[src/rtl/cpu_types_pkg.sv]
// Shared CPU-side types used by the memory arbiter and its helpers.
package cpu_types_pkg;

    localparam int unsigned WORD_BITS = 32;

    typedef logic [WORD_BITS-1:0] word_t;

    // Memory controller status as seen by the arbiter.
    typedef enum logic [1:0] {
        FREE   = 2'b00,
        BUSY   = 2'b01,
        ACCESS = 2'b10,
        ERROR  = 2'b11
    } ramstate_t;

    // Arbiter states; prefixed to stay distinct from the ramstate_t ACCESS literal.
    typedef enum logic {
        ARB_IDLE   = 1'b0,
        ARB_ACCESS = 1'b1
    } arb_state_t;

    typedef enum logic {
        ICACHE = 1'b0,
        DCACHE = 1'b1
    } source_t;

endpackage

[src/rtl/rr_pick.sv]
// Combinational round-robin picker: first set request at or above ptr, wrapping modulo N.
module rr_pick #(
    parameter int unsigned N     = 2,
    parameter int unsigned IDX_W = (N > 1) ? $clog2(N) : 1
) (
    input  logic [N-1:0]     req,
    input  logic [IDX_W-1:0] ptr,
    output logic             valid,
    output logic [IDX_W-1:0] idx
);

    // Scan offsets from the far end down so the smallest offset from ptr wins.
    always_comb begin
        logic [IDX_W-1:0] cand;
        valid = 1'b0;
        idx   = '0;
        cand  = '0;
        for (int i = int'(N) - 1; i >= 0; i--) begin
            cand = IDX_W'((int'(ptr) + i) % int'(N));
            if (req[cand]) begin
                valid = 1'b1;
                idx   = cand;
            end
        end
    end

endmodule

[src/rtl/mem_arbiter.sv]
// Shares one RAM port among the icache and dcache ports of NCPU cores.
// Data requests beat instruction requests; round-robin across cores.
module mem_arbiter
    import cpu_types_pkg::*;
#(
    parameter int unsigned NCPU   = 2,
    parameter int unsigned WORD_W = 32
) (
    input  logic                         CLK,
    input  logic                         nRST,
    input  logic [NCPU-1:0]              iREN,
    input  logic [NCPU-1:0][WORD_W-1:0]  iaddr,
    input  logic [NCPU-1:0]              dREN,
    input  logic [NCPU-1:0]              dWEN,
    input  logic [NCPU-1:0][WORD_W-1:0]  daddr,
    input  logic [NCPU-1:0][WORD_W-1:0]  dstore,
    output logic [NCPU-1:0]              iwait,
    output logic [NCPU-1:0]              dwait,
    output logic [NCPU-1:0][WORD_W-1:0]  iload,
    output logic [NCPU-1:0][WORD_W-1:0]  dload,
    output logic                         ramREN,
    output logic                         ramWEN,
    output logic [WORD_W-1:0]            ramaddr,
    output logic [WORD_W-1:0]            ramstore,
    input  logic [WORD_W-1:0]            ramload,
    input  ramstate_t                    ramstate
);

    localparam int unsigned IDX_W = (NCPU > 1) ? $clog2(NCPU) : 1;

    arb_state_t       state_q, state_d;
    logic [IDX_W-1:0] grant_core_q, grant_core_d;
    source_t          grant_src_q, grant_src_d;
    logic [IDX_W-1:0] rr_ptr_q, rr_ptr_d;

    logic             d_valid, i_valid;
    logic [IDX_W-1:0] d_idx, i_idx;

    rr_pick #(
        .N     (NCPU),
        .IDX_W (IDX_W)
    ) u_pick_d (
        .req   (dREN | dWEN),
        .ptr   (rr_ptr_q),
        .valid (d_valid),
        .idx   (d_idx)
    );

    rr_pick #(
        .N     (NCPU),
        .IDX_W (IDX_W)
    ) u_pick_i (
        .req   (iREN),
        .ptr   (rr_ptr_q),
        .valid (i_valid),
        .idx   (i_idx)
    );

    // State and grant registers.
    always_ff @(posedge CLK or negedge nRST) begin
        if (!nRST) begin
            state_q      <= ARB_IDLE;
            grant_core_q <= '0;
            grant_src_q  <= ICACHE;
            rr_ptr_q     <= '0;
        end else begin
            state_q      <= state_d;
            grant_core_q <= grant_core_d;
            grant_src_q  <= grant_src_d;
            rr_ptr_q     <= rr_ptr_d;
        end
    end

    // Pick in IDLE; in ACCESS drive the RAM from the registered grant and release on completion.
    always_comb begin
        logic active;
        state_d      = state_q;
        grant_core_d = grant_core_q;
        grant_src_d  = grant_src_q;
        rr_ptr_d     = rr_ptr_q;
        iwait        = '1;
        dwait        = '1;
        iload        = '0;
        dload        = '0;
        ramREN       = 1'b0;
        ramWEN       = 1'b0;
        ramaddr      = '0;
        ramstore     = '0;
        active       = 1'b0;

        case (state_q)
            ARB_IDLE: begin
                if (d_valid) begin
                    state_d      = ARB_ACCESS;
                    grant_core_d = d_idx;
                    grant_src_d  = DCACHE;
                end else if (i_valid) begin
                    state_d      = ARB_ACCESS;
                    grant_core_d = i_idx;
                    grant_src_d  = ICACHE;
                end
            end

            ARB_ACCESS: begin
                if (grant_src_q == DCACHE) begin
                    active = dREN[grant_core_q] | dWEN[grant_core_q];
                end else begin
                    active = iREN[grant_core_q];
                end

                if (!active) begin
                    // Requester withdrew: abandon quietly, fairness pointer untouched.
                    state_d = ARB_IDLE;
                end else begin
                    if (grant_src_q == DCACHE) begin
                        ramaddr = daddr[grant_core_q];
                        if (dWEN[grant_core_q]) begin
                            ramWEN   = 1'b1;
                            ramstore = dstore[grant_core_q];
                        end else begin
                            ramREN = 1'b1;
                        end
                    end else begin
                        ramaddr = iaddr[grant_core_q];
                        ramREN  = 1'b1;
                    end

                    // ERROR, BUSY and FREE all just hold the strobes and retry.
                    if (ramstate == ACCESS) begin
                        state_d  = ARB_IDLE;
                        rr_ptr_d = IDX_W'((int'(grant_core_q) + 1) % int'(NCPU));
                        if (grant_src_q == DCACHE) begin
                            dwait[grant_core_q] = 1'b0;
                            dload[grant_core_q] = ramload;
                        end else begin
                            iwait[grant_core_q] = 1'b0;
                            iload[grant_core_q] = ramload;
                        end
                    end
                end
            end

            default: state_d = ARB_IDLE;
        endcase
    end

endmodule

[config.mk]
export PLATFORM = sky130hd
export DESIGN_NAME = mem_arbiter
export DESIGN_NICKNAME = d
export VERILOG_FILES = /design/src/rtl/cpu_types_pkg.sv /design/src/rtl/rr_pick.sv /design/src/rtl/mem_arbiter.sv
export SDC_FILE = /design/constraint.sdc
export NUM_CORES = 1
export LEC_CHECK = 0
export ABC_AREA = 1
export CAP_MARGIN = 10
export CORE_AREA = 2 2 169 171
export CTS_CLUSTER_DIAMETER = 40
export DETAILED_ROUTE_END_ITERATION = 10
export DIE_AREA = 0 0 171 173
export GPL_ROUTABILITY_DRIVEN = 0
export MAX_ROUTING_LAYER = met4
export SLEW_MARGIN = 5
export SYNTH_ARGS = -nofsm -noshare
export SYNTH_HDL_FRONTEND = slang
export SYNTH_SLANG_ARGS = --single-unit
[constraint.sdc]
create_clock -name CLK -period 2.58 [get_ports CLK]
set_clock_uncertainty 0.15 [all_clocks]
set_input_delay 0.516 -clock CLK [delete_from_list [all_inputs] [get_ports CLK]]
set_output_delay 0.516 -clock CLK [all_outputs]
set_load 0.01 [all_outputs]
### Port wiring, run 1

Scale: 1.5 px per µm.
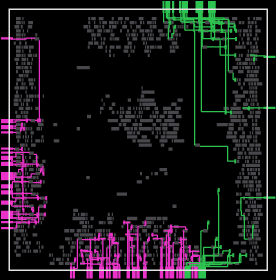
Magenta is `iaddr`, bits 64, direction input, end cells 64, buffers 64, wire 1,280 µm. Green is `ramload`, bits 32, direction input, end cells 32, buffers 32, wire 1,210 µm.

### Local utilization, run 1

Scale: 2 px per µm. 17 x 17 tiles, from dark blue (low) to red (high), 0 to 100% covered.
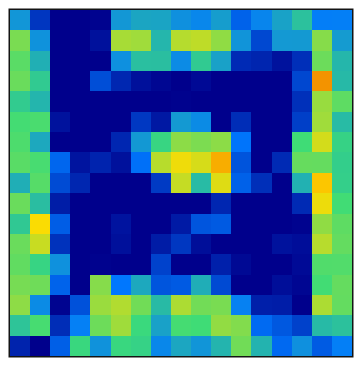
The fullest tile reaches 83%. 29% of the tiles are nearly empty. The emptiest ninth of the die: upper left. The mean over all tiles is 26%. 1.0% of the tiles are over 75% full.

==> flow report, run 1 <==
=================================================================================
Run status ......................................................... complete, but fails checks
Violations in the final reports .................................... setup timing
Worst-case headroom to the max-slew limit ..........................        0.683
Initial antenna violation count ....................................            3
Chip area ..........................................................   29,600 µm²
Time the worst path needs with I/O delays and setup ................      2.61 ns
Area taken by multi-input logic gates ..............................     2650 µm²
Avg Vias per Cell ..................................................         3.85
Peak ir drop on the vdd network ....................................     0.332 mV
Arr. time, crit path ...............................................      1.95 ns
Final count of hold timing violations ..............................            0
Top cells excl fill/tap ............................................ clkdlybuf4s50_1, nand2_1, nor2_1
Flip-flops with a built-in enable ..................................            0
Final routed DRC violation total ...................................            0
Slew of the pin with the lowest slew margin ........................     0.471 ns
Cell breakdown of the critical path ................................ buf_6, nand2_4, nand2_4, nand2_8, nand4_4, buf_4, nor2_4, clkdlybuf4s15_1
Number of buffers on the longest clock path ........................            2
Static leakage power ...............................................      4.00 nW
Post-route cell area ...............................................     8120 µm²
Path length in cells of the critical path ..........................            8
Number of max-slew violations in the final report ..................            0
Number of global-route vias before repair ..........................        5,438
Reg-to-reg slack, setup ............................................      0.73 ns
Buffers plus inverters on the worst setup path .....................            3
Reg-to-reg critical path startpoint ................................ grant_core_q$_DFFE_PN0P_
Routed WL ..........................................................    21,900 µm
Area fraction in mux cells .........................................            0
Worst Setup SP ..................................................... grant_core_q$_DFFE_PN0P_
Fraction of synthesis flops using an asynchronous set or reset pin .         1.00
Worst hold path type ...............................................     in2async
Master cell of the clock root buffer ...............................    clkbuf_16
Clock slew at reported path FFs ....................................      0.03 ns
Most common logic cell in the routed design ........................ clkdlybuf4s50_1
Post-Synth AOI/OAI Area ............................................        0.180
Critical-path maximum fanout .......................................            7
Setup repair after global routing missed its margin ................         true
Share of layout cells above drive strength 1 .......................        0.343
Area leader, netlist ...............................................      nand2_1
Adder-cell area share of the yosys netlist .........................            0
Dominant delay contributor by cell family on the critical path ..... buffers and inverters
Synthesis Warnings .................................................            0
Cell Pwr Density ...................................................   640 nW/µm²
Via total after detailed routing ...................................        5,740
Final count of negative-setup-slack endpoints ......................            1
CTS buffer count ...................................................            3
TNS Setup ..........................................................   -0.0321 ns
Flops & latches, synth .............................................            4
Fin worst setup slack ..............................................   -0.0321 ns
Number of warning messages in the logs .............................           28
Source-to-sink clock delay at the later pin of the worst-skew pair .      0.23 ns
Commonest cells post-synth ......................................... nand2_1, nor2_1, a21oi_1
=================================================================================
### Metal 4, run 1

Scale: 2 px per µm. Supply wires on this layer in gray.
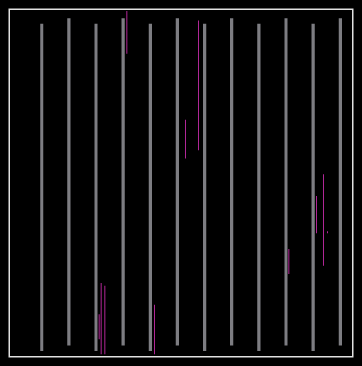
The wires run mostly vertical. 11 nets have wire on it. The layer holds 1.3% of the routed length. The layer carries 288 µm of wire.

### Routing congestion map, run 1

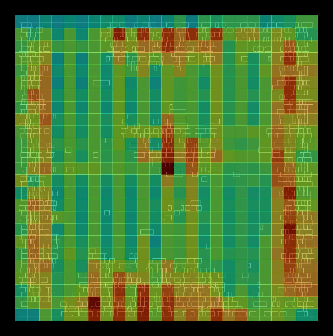
fraction of met3 tracks used by global routing: 0.0167
GR Layer Usage met1: 0.134
met2 track utilization from global routing: 0.269
Wirelength per Cell: 14.7 µm

-- run 1: timing repair --
item,CTS,global route
setup endpoints to repair,198,178
gates cloned,8,6
setup buffers,28,8
resized,719,194
pin swaps,15,14
-- run 1: stage by stage --
stage | worst slack (ns) | hold WS, ns | cells | total power (W)
after global placement | -0.743 | 0.349 | 1436 | 0.00464
after CTS | -0.0617 | 0.352 | 1476 | 0.00489
after floorplan | 0.473 | 0.0704 | 623 | 0.00226
after detailed placement | -0.780 | 0.346 | 1436 | 0.00463
after global routing | -0.0882 | 0.372 | 1488 | 0.00562
final | -0.0321 | 0.358 | 1489 | 0.00520
-- run 1: metal layers --
layer / wire length [µm] / track usage / share of wire
met4: 287 / 0.0282 / 0.013
met1: 8140 / 0.134 / 0.37
met5: 0 / - / 0
met2: 11900 / 0.269 / 0.54
met3: 1610 / 0.0167 / 0.074
-- run 1: report_power, final --
part,switching (W),leakage (nW),internal (W)
Clock,0.0000463,0.0382,0.000204
Combinational,0.00264,3.92,0.00215
Sequential,0.0000514,0.0448,0.000101
-- run 1: sequential cells by signal (all words and copies together), names as in the netlist --
| signal | flops |
|---|---|
| state_q | 1 |
| rr_ptr_q | 1 |
| grant_src_q | 1 |
| grant_core_q | 1 |
-- run 1: cell families (layout without fill, tap and decap cells) --
group / Yosys count / after routing
flops: 4 / 4
simple gates: 427 / 429
other cells: 0 / 3
compound gates: 101 / 101
buf+inv: 91 / 574
-- run 1: area by class of cell --
class / count / share of cell area
tap: 378 / 0.0582
antenna: 3 / 0.000924
inverter: 43 / 0.0208
clock buffer: 4 / 0.00970
multi-input combinational: 530 / 0.326
sequential: 4 / 0.0129
timing repair buffer: 527 / 0.571
==> inputs of run 2 (changes only) <==
--- a/config.mk
+++ b/config.mk
@@ -7,10 +7,10 @@
 export LEC_CHECK = 0
 export ABC_AREA = 1
 export CAP_MARGIN = 10
-export CORE_AREA = 2 2 169 171
+export CORE_AREA = 2 2 167 169
 export CTS_CLUSTER_DIAMETER = 40
 export DETAILED_ROUTE_END_ITERATION = 10
-export DIE_AREA = 0 0 171 173
+export DIE_AREA = 0 0 169 171
 export GPL_ROUTABILITY_DRIVEN = 0
 export MAX_ROUTING_LAYER = met4
 export SLEW_MARGIN = 5
==> constraint.sdc (replaced) <==
create_clock -name CLK -period 2.55 [get_ports CLK]
set_clock_uncertainty 0.15 [all_clocks]
set_input_delay 0.51 -clock CLK [delete_from_list [all_inputs] [get_ports CLK]]
set_output_delay 0.51 -clock CLK [all_outputs]
set_load 0.01 [all_outputs]
==> run 2 against run 1 <==
The run still ends with setup timing left. Cell count shrank 2.5%. Global-route usage grew 0.50 points. Hold slack gained 0.0022 ns. Design area grew 4.6%. Largest cell class unchanged.
==> flow report, run 2 <==
=================================================================================
Run status ......................................................... complete, but fails checks
Violations in the final reports .................................... setup timing
Post-route insts no fill ...........................................        1,452   -2.5%
Total global routing overflow ......................................            0
Cells after Synth ..................................................          623
Static leakage power ...............................................      4.23 nW   +5.6%
I/O pin cnt ........................................................          432
Commonest cells post-synth ......................................... nand2_1, nor2_1, a21oi_1
Worst slack, placed ................................................    -0.681 ns   +0.0986 ns
Area growth from synthesis to final layout .........................         202%
Critical-path maximum fanout .......................................            7   unchanged
Overall power of the completed layout ..............................    0.00559 W   +7.5%
Chip area ..........................................................   28,900 µm²   -2.3%
Post-Syn Area per Cell .............................................     4.52 µm²
Number of global-route vias before repair ..........................        5,290   -2.7%
Worst hold path type ...............................................      reg2reg
Fraction of synthesis flops using an asynchronous set or reset pin .         1.00   unchanged
Final count of hold timing violations ..............................            0   unchanged
Worst-case headroom to the max-slew limit ..........................        0.699   +0.0169
Category of the worst setup path capture point .....................   output pin
Arr. time, crit path ...............................................      2.03 ns   +0.08 ns
Time the worst path needs with I/O delays and setup ................      2.69 ns
Buffers plus inverters on the worst setup path .....................            4   +1
Synthesis Warnings .................................................            0   unchanged
Count of nets left with antenna violations after detail routing ....            0
FMAX ...............................................................      372 MHz
CTS buffer count ...................................................            3   unchanged
Netlist area before placement ......................................     2820 µm²
Post-Place Cells ...................................................        1,394   -2.9%
Flops & latches, synth .............................................            4   unchanged
Wirelength per Cell ................................................      16.3 µm   +11%
TNS Setup ..........................................................     -2.97 ns   -2.94 ns
Reg-to-reg critical path startpoint ................................ grant_core_q$_DFFE_PN0P_
Top cells excl fill/tap ............................................ clkdlybuf4s50_1, nand2_1, nor2_1
Area leader, netlist ...............................................      nand2_1
Setup Buffers After CTS ............................................           16   -43%
Initial antenna violation count ....................................            2   -1
Placement Rows .....................................................           61
First-iteration detailed-routing DRC count .........................          178
Slew of the pin with the lowest slew margin ........................     0.451 ns   -0.0203 ns
CTS sink count .....................................................            4
Origin of the worst min-delay path ................................. rr_ptr_q$_DFFE_PN0P_
Post-route cell area ...............................................     8490 µm²   +4.6%
Cell Pwr Density ...................................................   658 nW/µm²   +2.8%
Distinct cell type count of the synthesized netlist ................           20
Worst reg2reg path endpoint ........................................ state_q$_DFF_PN0_
Setup repair after global routing missed its margin ................         true
Reg-to-reg slack, setup ............................................      0.82 ns   +0.09 ns
Share of layout cells above drive strength 1 .......................        0.330   -0.0129
Post-synth net total ...............................................          857
Final routed DRC violation total ...................................            0   unchanged
Routed WL ..........................................................    23,600 µm   +7.9%
Number of buffers on the longest clock path ........................            2   unchanged
Portion of the post-synthesis area used by sequential elements .....       0.0356
Most used flip-flop cell after synthesis ...........................      dfrtp_1
Number of warning messages in the logs .............................           28   unchanged
Source-to-sink clock delay at the later pin of the worst-skew pair .      0.23 ns   about the same
Post-cts repair resize count .......................................          422   -41%
Peak ir drop on the vdd network ....................................     0.279 mV   -16%
Most common logic cell in the routed design ........................ clkdlybuf4s50_1
ANT cells ..........................................................            0   -3
Fin worst setup slack ..............................................    -0.139 ns   -0.107 ns
Final critical-path share of the clock period ......................         1.05
Cell breakdown of the critical path ................................ buf_12, nand2_4, nand2_4, nand2_8, nand4_4, buf_4, clkbuf_16, nor2_2, clkdlybuf4s15_2
Final count of negative-setup-slack endpoints ......................           50   +49
Number of max-slew violations in the final report ..................            0   unchanged
Number of buffers added to fix hold violations after cts ...........            0
CP peak stage delay ................................................      0.55 ns
Flip-flops with a built-in enable ..................................            0   unchanged
Clock slew at reported path FFs ....................................      0.03 ns   about the same
Avg Vias per Cell ..................................................         3.99   +3.6%
Via total after detailed routing ...................................        5,800   +1.0%
Master cell of the clock root buffer ...............................    clkbuf_16
Worst hold slack across all endpoints ..............................     0.360 ns   +0.00217 ns
Dominant delay contributor by cell family on the critical path ..... buffers and inverters
Die Wd .............................................................       169 µm
=================================================================================
## run 2: netlist changes by cell type in the layout (fill, tap and decap cells not counted), sizes merged
cell / change
nand2: -1
buf: -65
diode: -3
clkdlybuf4s15: +3
dlygate4sd2: +13
nand4: -1
clkbuf: +40
dlymetal6s2s: +9
## run 2: worst min-delay path: stages, from the launching register on
cell	delay (ns)
dfrtp_1	0.37
nand2_1	0.06
nand2_1	0.05
## run 2: area by class of cell
cell class / instances / area, µm² / share of cell area
clock buffer: 4 / 78.8 / 0.00928
inverter: 43 / 174 / 0.0205
multi-input combinational: 528 / 2680 / 0.316
sequential: 4 / 105 / 0.0124
tap: 346 / 433 / 0.0510
timing repair buffer: 527 / 5020 / 0.591
## run 2: worst max path at each step
stage | start | to | slack, ns | cells past startpoint
after global placement | dWEN[1] | iload[46] | -0.71 | 10
final | grant_core_q$_DFFE_PN0P_ | iload[40] | -0.14 | 9
after floorplan | ramstate[0] | iload[23] | 0.45 | 6
after detailed placement | dWEN[1] | iload[52] | -0.68 | 10
after CTS | grant_core_q$_DFFE_PN0P_ | ramaddr[8] | -0.31 | 8
after global routing | grant_core_q$_DFFE_PN0P_ | iload[39] | -0.21 | 8
## run 2: logic make-up (layout without fill, tap and decap cells)
family / count (synthesis) / after routing / synth area share
AOI/OAI and AO/OA: 101 / 101 / 0.180
and+or+nand+nor: 427 / 427 / 0.624
DFF: 4 / 4 / 0.0356
buffers and inverters: 91 / 574 / 0.161
## run 2: report_power, final
group	internal (W)	switching [W]
clock network	0.000207	0.0000495
logic	0.00236	0.00279
registers	0.000102	0.0000741
total	0.00267	0.00292
## run 2: per-layer routing
metal	wire length, µm	track usage
met4	422	0.0268
met2	12600	0.277
met5	0	-
met3	1400	0.0157
met1	9210	0.147
### Metal 4, run 2

Scale: 2 px per µm. Supply wires on this layer in gray.
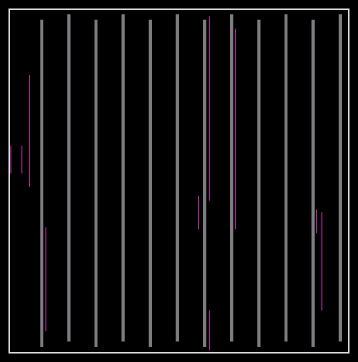
The layer carries 423 µm of wire. The longest straight run is 100 µm. The layer holds 1.8% of the routed length. 10 nets have wire on it.

Power and IR drop assume default switching activity.
